Fig. 1: PDN straps and rails
Bar = 20 um. Pins as bars on the die edge. Tap cells in gray.
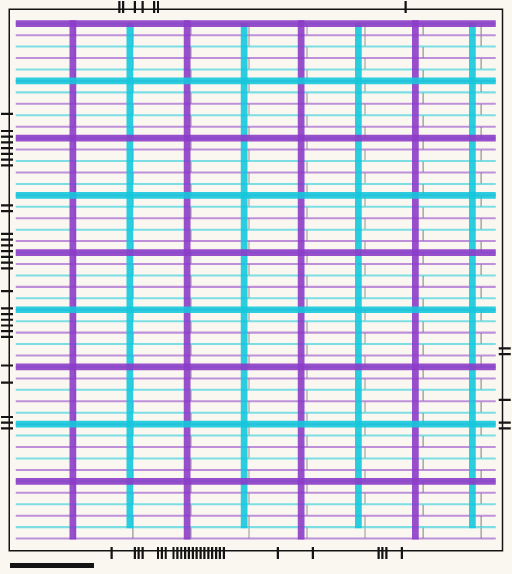
Fig. 2: placed standard cells
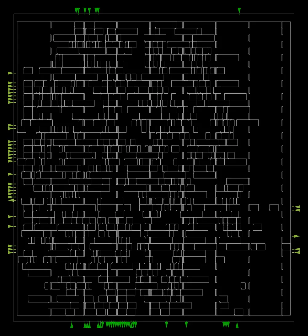
Fig. 3: port wiring
Bar = 20 um.
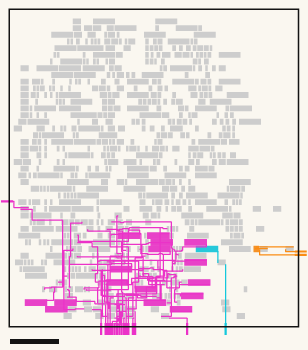
Fig. 4: sequential cells colored by netlist name
Bar = 20 um.
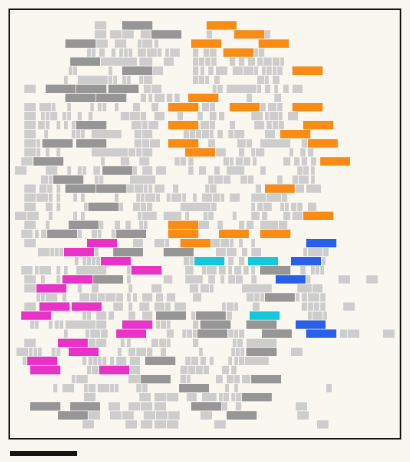
Fig. 5: local utilization
Bar = 20 um. The die is cut into 12 by 13 equal tiles; white is low, dark blue is high, 0 to 100% covered.
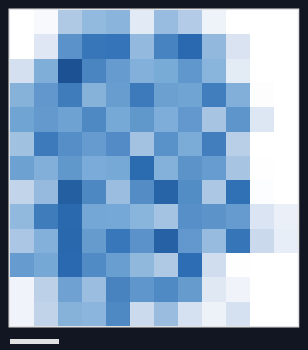
==> config.mk <==
export PLATFORM = sky130hd
export DESIGN_NAME = bf_stream_sched
export DESIGN_NICKNAME = d
export VERILOG_FILES = /design/src/rtl/bf_stream_sched.sv
export SDC_FILE = /design/constraint.sdc
export NUM_CORES = 1
export LEC_CHECK = 0
export ABC_AREA = 0
export CAP_MARGIN = 40
export CORE_ASPECT_RATIO = 1.1
export CORE_MARGIN = 1
export CORE_UTILIZATION = 35
export DETAILED_ROUTE_END_ITERATION = 6
export MAX_ROUTING_LAYER = met4
export SYNTH_ARGS = -nofsm -noshare
export SYNTH_HDL_FRONTEND = slang
export SYNTH_SLANG_ARGS = --single-unit
==> constraint.sdc <==
create_clock -name clk -period 4.2 [get_ports clk]
set_clock_uncertainty 0.15 [all_clocks]
set_input_delay 0.63 -clock clk [delete_from_list [all_inputs] [get_ports clk]]
set_output_delay 0.63 -clock clk [all_outputs]
set_load 0.01 [all_outputs]
==> src/rtl/bf_stream_sched.sv <==
`default_nettype none
// ============================================================================
// Module   : bf_stream_sched
// Brief    : Frame-period start scheduler for the beamforming/IFFT playback
//            channels, with post-stream guard, frame count and overrun flag.
// Revision : 1.0 - initial release
// ============================================================================
module bf_stream_sched #(
    parameter int NUM_CH       = 2,
    parameter int CNT_WIDTH    = 24,
    parameter int FRM_WIDTH    = 16,
    parameter int GUARD_CYCLES = 20
) (
    input  logic                 clk,
    input  logic                 rst,
    input  logic                 enable,
    input  logic [CNT_WIDTH-1:0] cfg_period,
    input  logic [FRM_WIDTH-1:0] cfg_num_frames,
    input  logic [NUM_CH-1:0]    ram_rdy,
    input  logic [NUM_CH-1:0]    bf_stream,
    output logic [NUM_CH-1:0]    start_pulse,
    output logic                 busy,
    output logic [FRM_WIDTH-1:0] frame_cnt,
    output logic                 overrun,
    output logic                 done
);

    localparam int                   c_QW      = $clog2(GUARD_CYCLES + 1);
    localparam logic [c_QW-1:0]      c_GUARD   = c_QW'(GUARD_CYCLES);
    localparam logic [CNT_WIDTH-1:0] c_MIN_PER = CNT_WIDTH'(2);

    typedef enum logic [2:0] {
        S_IDLE     = 3'd0,
        S_WAIT_RDY = 3'd1,
        S_START    = 3'd2,
        S_RUN      = 3'd3,
        S_DRAIN    = 3'd4
    } state_t;

    state_t               state_q, state_d;
    logic [CNT_WIDTH-1:0] period_q, period_d;
    logic [CNT_WIDTH-1:0] cnt_q, cnt_d;
    logic [FRM_WIDTH-1:0] frames_q, frames_d;
    logic [FRM_WIDTH-1:0] frame_cnt_q, frame_cnt_d;
    logic [c_QW-1:0]      quiet_cnt_q, quiet_cnt_d;
    logic                 start_q, start_d;
    logic                 busy_q, busy_d;
    logic                 overrun_q, overrun_d;
    logic                 done_q, done_d;

    logic                 w_quiet;
    logic                 w_frames_reached;

    assign w_quiet          = (quiet_cnt_q == c_GUARD);
    assign w_frames_reached = (frames_q != '0) && (frame_cnt_q == frames_q);

    always_ff @(posedge clk or posedge rst) begin
        if (rst) begin
            state_q     <= S_IDLE;
            period_q    <= '0;
            cnt_q       <= '0;
            frames_q    <= '0;
            frame_cnt_q <= '0;
            quiet_cnt_q <= '0;
            start_q     <= 1'b0;
            busy_q      <= 1'b0;
            overrun_q   <= 1'b0;
            done_q      <= 1'b0;
        end else begin
            state_q     <= state_d;
            period_q    <= period_d;
            cnt_q       <= cnt_d;
            frames_q    <= frames_d;
            frame_cnt_q <= frame_cnt_d;
            quiet_cnt_q <= quiet_cnt_d;
            start_q     <= start_d;
            busy_q      <= busy_d;
            overrun_q   <= overrun_d;
            done_q      <= done_d;
        end
    end

    // Our own start pulse counts as activity so the guard restarts on every frame.
    always_comb begin
        quiet_cnt_d = quiet_cnt_q;
        if (start_q || (|bf_stream)) begin
            quiet_cnt_d = '0;
        end else if (!w_quiet) begin
            quiet_cnt_d = quiet_cnt_q + c_QW'(1);
        end
    end

    always_comb begin
        state_d     = state_q;
        period_d    = period_q;
        cnt_d       = cnt_q;
        frames_d    = frames_q;
        frame_cnt_d = frame_cnt_q;
        overrun_d   = overrun_q;
        done_d      = 1'b0;

        case (state_q)
            S_IDLE: begin
                if (enable) begin
                    period_d    = (cfg_period < c_MIN_PER) ? c_MIN_PER : cfg_period;
                    frames_d    = cfg_num_frames;
                    frame_cnt_d = '0;
                    overrun_d   = 1'b0;
                    state_d     = S_WAIT_RDY;
                end
            end
            S_WAIT_RDY: begin
                if (!enable) begin
                    state_d = S_IDLE;
                end else if ((&ram_rdy) && w_quiet) begin
                    state_d = S_START;
                end
            end
            S_START: begin
                // Two cycles of the period are spent in START and the final zero cycle.
                cnt_d       = period_q - c_MIN_PER;
                frame_cnt_d = frame_cnt_q + FRM_WIDTH'(1);
                state_d     = S_RUN;
            end
            S_RUN: begin
                if (cnt_q != '0) begin
                    cnt_d = cnt_q - CNT_WIDTH'(1);
                end else if (!enable || w_frames_reached) begin
                    state_d = S_DRAIN;
                end else if (w_quiet) begin
                    state_d = S_START;
                end else begin
                    overrun_d = 1'b1;
                end
            end
            S_DRAIN: begin
                if (w_quiet) begin
                    done_d  = 1'b1;
                    state_d = S_IDLE;
                end
            end
            default: begin
                state_d = S_IDLE;
            end
        endcase

        start_d = (state_d == S_START);
        busy_d  = (state_d != S_IDLE);
    end

    assign start_pulse = {NUM_CH{start_q}};
    assign busy        = busy_q;
    assign frame_cnt   = frame_cnt_q;
    assign overrun     = overrun_q;
    assign done        = done_q;

endmodule
`default_nettype wire

==> results.sh <==
# source this file to load flow results
export IMPL_placed_area_sq_um=5960
export IMPL_flop_cell="dfrtp_1"
export IMPL_ys_seq_share_pct=45.3
export IMPL_max_freq_ghz=0.351
export IMPL_period_needed_ps=2850
export IMPL_setup_viol=0
export IMPL_fillCellCount=1393
export IMPL_status="completed"
export IMPL_hpwl_um=9770
export IMPL_worst_pin_slew_ps=776
export IMPL_hold_path_startpoint="period_q[6]$_DFFE_PP0P_"
export IMPL_signal_buffers=75
export IMPL_totalWireLength_um=13300
export IMPL_path_max_fanout=16
export IMPL_wl_met2_um=6070
export IMPL_drc_errors=0
export IMPL_startpoint_type="flop"
export IMPL_largestClassByArea="logic gates"
export IMPL_dieArea_sq_um=15000
export IMPL_vias=4577
Notes on Fig. 1 above:
color	net
cyan	VDD
purple	VSS
tap cells	188
met1 rails	46
worst vdd ir: 173 uV
Die Span Y: 128 um
core area: 14,000 sq um
Die Wd: 117 um

Notes on Fig. 2 above:
Finished Layout Cells: 859
Util after Layout: 44.9%

Notes on Fig. 3 above:
color	port	direction	edge	end cells	buffers	wire
orange	bf_stream	input	right	1	2	42.6 um
magenta	frame_cnt	output	15 bottom, 1 left	16	16	1,310 um
cyan	done	output	bottom	1	1	29.4 um
port bufs: 67
IO Count: 68

Notes on Fig. 4 above:
color	netlist name	flops
blue	quiet_cnt_q	5
magenta	frames_q	16
orange	cnt_q	24
cyan	state_q	3
not colored	44
P_seq: 0.995 mW
FF/Latch Area: 2300 sq um
sequential share of cell area: 36.7%

Notes on Fig. 5 above:
nearly empty tiles	16%
mean over tiles	40%
fullest tile	86%
tiles over 75% full	6.4%
fp_density: 36.4%

-- logic make-up after synthesis --
logic type / count (synthesis)
AND/OR/NAND/NOR: 315
XOR/XNOR: 37
AND-OR/OR-AND: 115
buffers and inverters: 42
adder cells (fa/ha/maj): 6
flip-flops: 92
multiplexers: 3
-- Yosys cell counts (2+ instances only) --
cell type  instances  area share, %
nand2_1          153             11
dfrtp_1           92             45
ha_1               6            1.5
nand3b_1           3           0.44
clkbuf_1          26            1.9
mux2i_1            3           0.59
o211ai_1           3           0.44
and3_1             9            1.1
o21ai_0           48            4.7
nor2b_1            5           0.62
nor4b_1            2           0.34
a31oi_1            5           0.62
nor3_1            21            2.1
or2_2              3           0.37
o22ai_1            6           0.74
nand3_1           23            2.3
xor2_1            21            3.6
o22a_1             2           0.34
nand4b_1           3           0.52
or3_1              8           0.98
buf_4              2           0.30
o31ai_1            4           0.59
a22o_1             3           0.52
nor2_1            40            3.0
nor4_1            17            2.1
or4_1              6           0.89
nand4_1           10            1.2
xnor2_1           16            2.8
inv_1             13           0.96
and2_1             2           0.25
or3_2              2           0.30
a21oi_1           31            3.1
o31a_1             2           0.34
-- how the worst max path moves through the flow --
| stage | startpoint | endpoint | cells past startpoint |
|---|---|---|---|
| 6_report | cnt_q[9]$_DFFE_PP0P_ | busy$_DFF_PP0_ | 7 |
| 5_1_grt | cnt_q[0]$_DFFE_PP0P_ | busy$_DFF_PP0_ | 9 |
| 4_1_cts | cnt_q[9]$_DFFE_PP0P_ | busy$_DFF_PP0_ | 7 |
| 3_5_place_dp | cnt_q[9]$_DFFE_PP0P_ | busy$_DFF_PP0_ | 7 |
| 3_3_place_gp | cnt_q[9]$_DFFE_PP0P_ | busy$_DFF_PP0_ | 6 |
| 2_1_floorplan | rst | busy$_DFF_PP0_ | 1 |
-- report_power, final --
part	total [mW]	switching (mW)	internal, mW
registers	0.995	0.0588	0.936
logic	0.241	0.126	0.114
clock network	0.871	0.351	0.520
-- worst max-delay path: cells and delay by family (launching register included) --
kind                   cells  cell delay [ps]
flip-flops                 1              430
buffers and inverters      1              230
AND/OR/NAND/NOR            4             1230
AND-OR/OR-AND              2              660
-- registers in the layout (all words and copies together) (netlist names) --
signal / count
quiet_cnt_q: 5
frame_cnt: 16
done: 1
overrun: 1
cnt_q: 24
period_q: 24
busy: 1
frames_q: 16
start_q: 1
state_q: 3
-- cells in the final DEF, fill, tap and decap left out, drive strengths merged, types with 3 or more instances in the layout --
master and count:
nor2b 5, nor4 19, inv 14, clkdlybuf4s50 67
nor3 22, and3 9, buf 8, clkinv 3
o21ai 48, a21oi 31, mux2i 3, or4 8
nor2 40, or3 10, nand4 10, o22ai 6
nand3 23, xor2 21, a22o 3, nand3b 3
o211ai 3, clkbuf 9, dfrtp 92, or2 4
o31ai 4, a31oi 5, nand2 153, ha 6
nand4b 3, xnor2 16
-- metrics by stage --
stage / hold WS [ps] / power (mW) / util (%)
floorplan: 299 / 1.14 / -
global placement: 341 / 1.25 / 42.5
detailed placement: 355 / 1.25 / 42.7
CTS: 370 / 2.13 / 44.9
global route: 400 / 2.20 / 44.9
finish: 366 / 2.11 / 44.9
No activity file was given, so power comes from the tool's default toggle rates.
